==> config.mk <==
export PLATFORM = sky130hd
export DESIGN_NAME = bubble_sort_ctrl_flat
export DESIGN_NICKNAME = d
export VERILOG_FILES = /design/src/rtl/sort_pkg.sv /design/src/rtl/bubble_sort_ctrl_if.sv /design/src/rtl/sort_idx_cnt.sv /design/src/rtl/bubble_sort_ctrl.sv /design/src/flat_wrapper.sv
export SDC_FILE = /design/constraint.sdc
export NUM_CORES = 1
export LEC_CHECK = 0
export CAP_MARGIN = 20
export CORE_MARGIN = 2
export CORE_UTILIZATION = 48
export CTS_CLUSTER_SIZE = 25
export DETAILED_ROUTE_END_ITERATION = 12
export PLACE_DENSITY_LB_ADDON = 0.15
export SETUP_SLACK_MARGIN = 0.02
export SLEW_MARGIN = 20
export SYNTH_ARGS = -nofsm -noshare
export SYNTH_HDL_FRONTEND = slang
export SYNTH_HIERARCHICAL = 1
export SYNTH_SLANG_ARGS = --single-unit
==> constraint.sdc <==
create_clock -name clk -period 3.84 [get_ports clk]
set_input_delay 0.768 -clock clk [delete_from_list [all_inputs] [get_ports clk]]
set_output_delay 0.768 -clock clk [all_outputs]
set_load 0.005 [all_outputs]
Figure 1. Power grid.
The bar under the picture is 10 um long. Pins as bars on the die edge. Tap cells in gray.
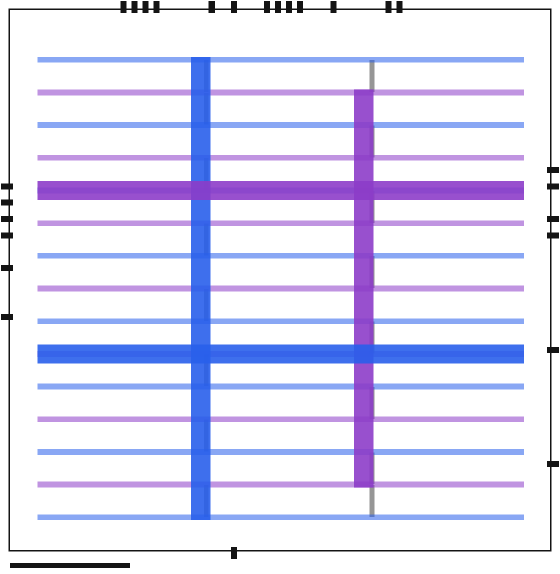
| net | color |
|---|---|
| VSS | blue |
| VDD | purple |
signal pins: 26
rows: 14
met5 straps: 2
tap cells: 16
Worst VDD drop: 0.000476 V
chip width: 44.9 um
Core ar.: 0.00154 mm^2
chip height: 44.9 um

Figure 2. Placement by cell class.
The bar under the picture is 10 um long.
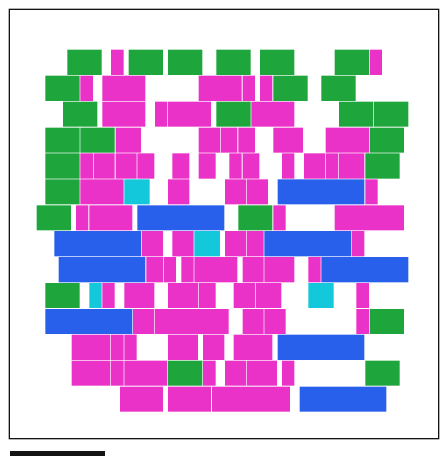
| class | color | cells | share of their area |
|---|---|---|---|
| other buffers and delay cells | green | 25 | 23% |
| flip-flops | blue | 9 | 21% |
| clock drivers and dummy loads | cyan | 4 | 2.5% |
| all other logic | magenta | 78 | 53% |
final core occ: 70.7%
row cnt: 14
fin area: 0.00109 mm^2

Figure 3. Routed clock nets over the placement.
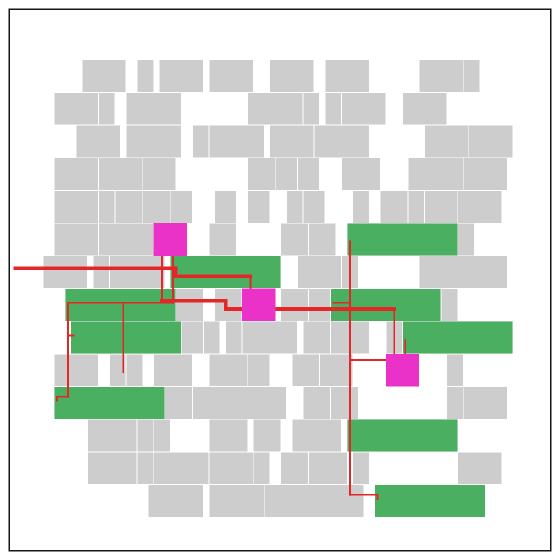
[flip-flops] green | count: 9
[clock wires] red | length: 114 um
[cells driving clock nets] magenta | count: 3
routed clock nets: 4
clk pwr: 0.0000702 W
Clk Latency, worst-skew pair: 260 ps
clock share of power: 12.0%

Figure 4. Wiring by layer.
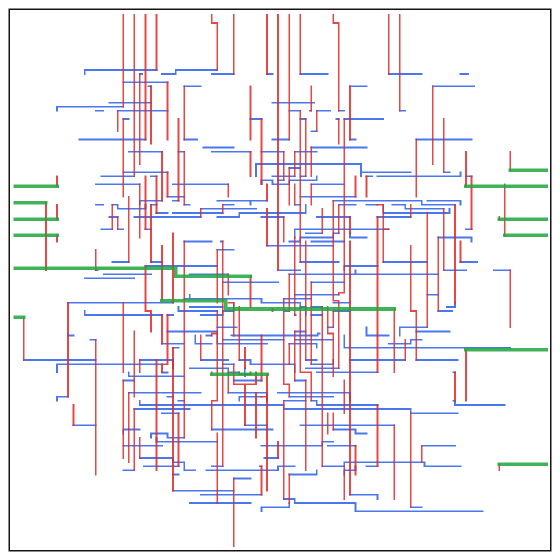
| layer | color | wire length |
|---|---|---|
| met2 | red | 755 um |
| met1 | blue | 675 um |
| met3 | green | 86.0 um |
WL/cell: 11.5 um
Total GRT Usage: 17.3%
via count: 694
DRT Wirelength: 1520 um

Figure 5. Routing congestion.
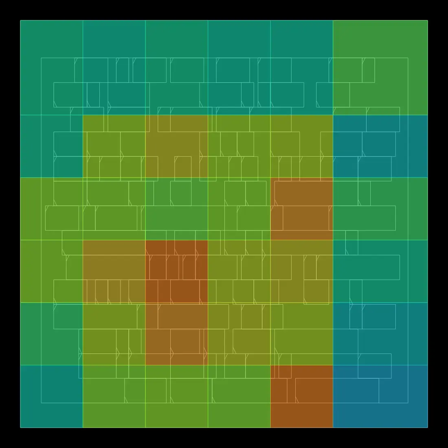
met3 GRT Util: 6.00%
GR peak layer: met2
met2 Use GR: 28.9%
met1 GRT Util: 21.6%

==> reports/summary.txt <==
Most common reg cell = dfrtp_1
Share of cells above drive strength 1 = 7.76%
Worst hold-check path type = flop to flop
Sequential share of power = 31.8%
Outcome = complete, no violations
Drt pass-1 iters = 4
Worst hold slack = 577 ps
Logic family by area = simple AND/OR/NAND/NOR gates
XOR Share, Synth = 7.15%
# IOs = 26
Unrepaired setup endpoints after global routing = no
Avg Synthesized Cell Area = 9.04 um^2
Switch Pwr = 0.000249 W
Internal reg-to-reg setup slack = 1850 ps
Most common cell in the netlist = inv_1
Commonest cells post-synth = 14 x inv_1, 12 x ha_1, 9 x dfrtp_1, 7 x nor2_1, 5 x a21oi_1
Maximum root-to-sink buffer count = 2
OpenROAD warning count = 28
Global-route wire length before repair = 2570 um
Initial antenna violation count = 0
EDFF count, synth = 0
Core Util at FP = 52.2%
Final Hold Vio Count = 0
[final cells by class]
type | count | area (um^2)
timing repair buffer | 25 | 250
inverter | 14 | 52.6
clock buffer | 4 | 26.3
sequential | 9 | 225
tap | 16 | 20.0
fill | 129 | 452
multi-input combinational | 64 | 515
[worst max-delay path: stages (launching register included)]
cell,delay (ps)
dfrtp_1,450
nand2b_1,220
nor2_1,140
clkdlybuf4s50_1,520
[kinds of logic after synthesis]
group | Yosys count
AND-OR/OR-AND | 13
XOR/XNOR | 5
adder cells (fa/ha/maj) | 12
buffers and inverters | 16
flip-flops | 9
multiplexers | 3
AND/OR/NAND/NOR | 31
Power is estimated from default activity; no workload was simulated.
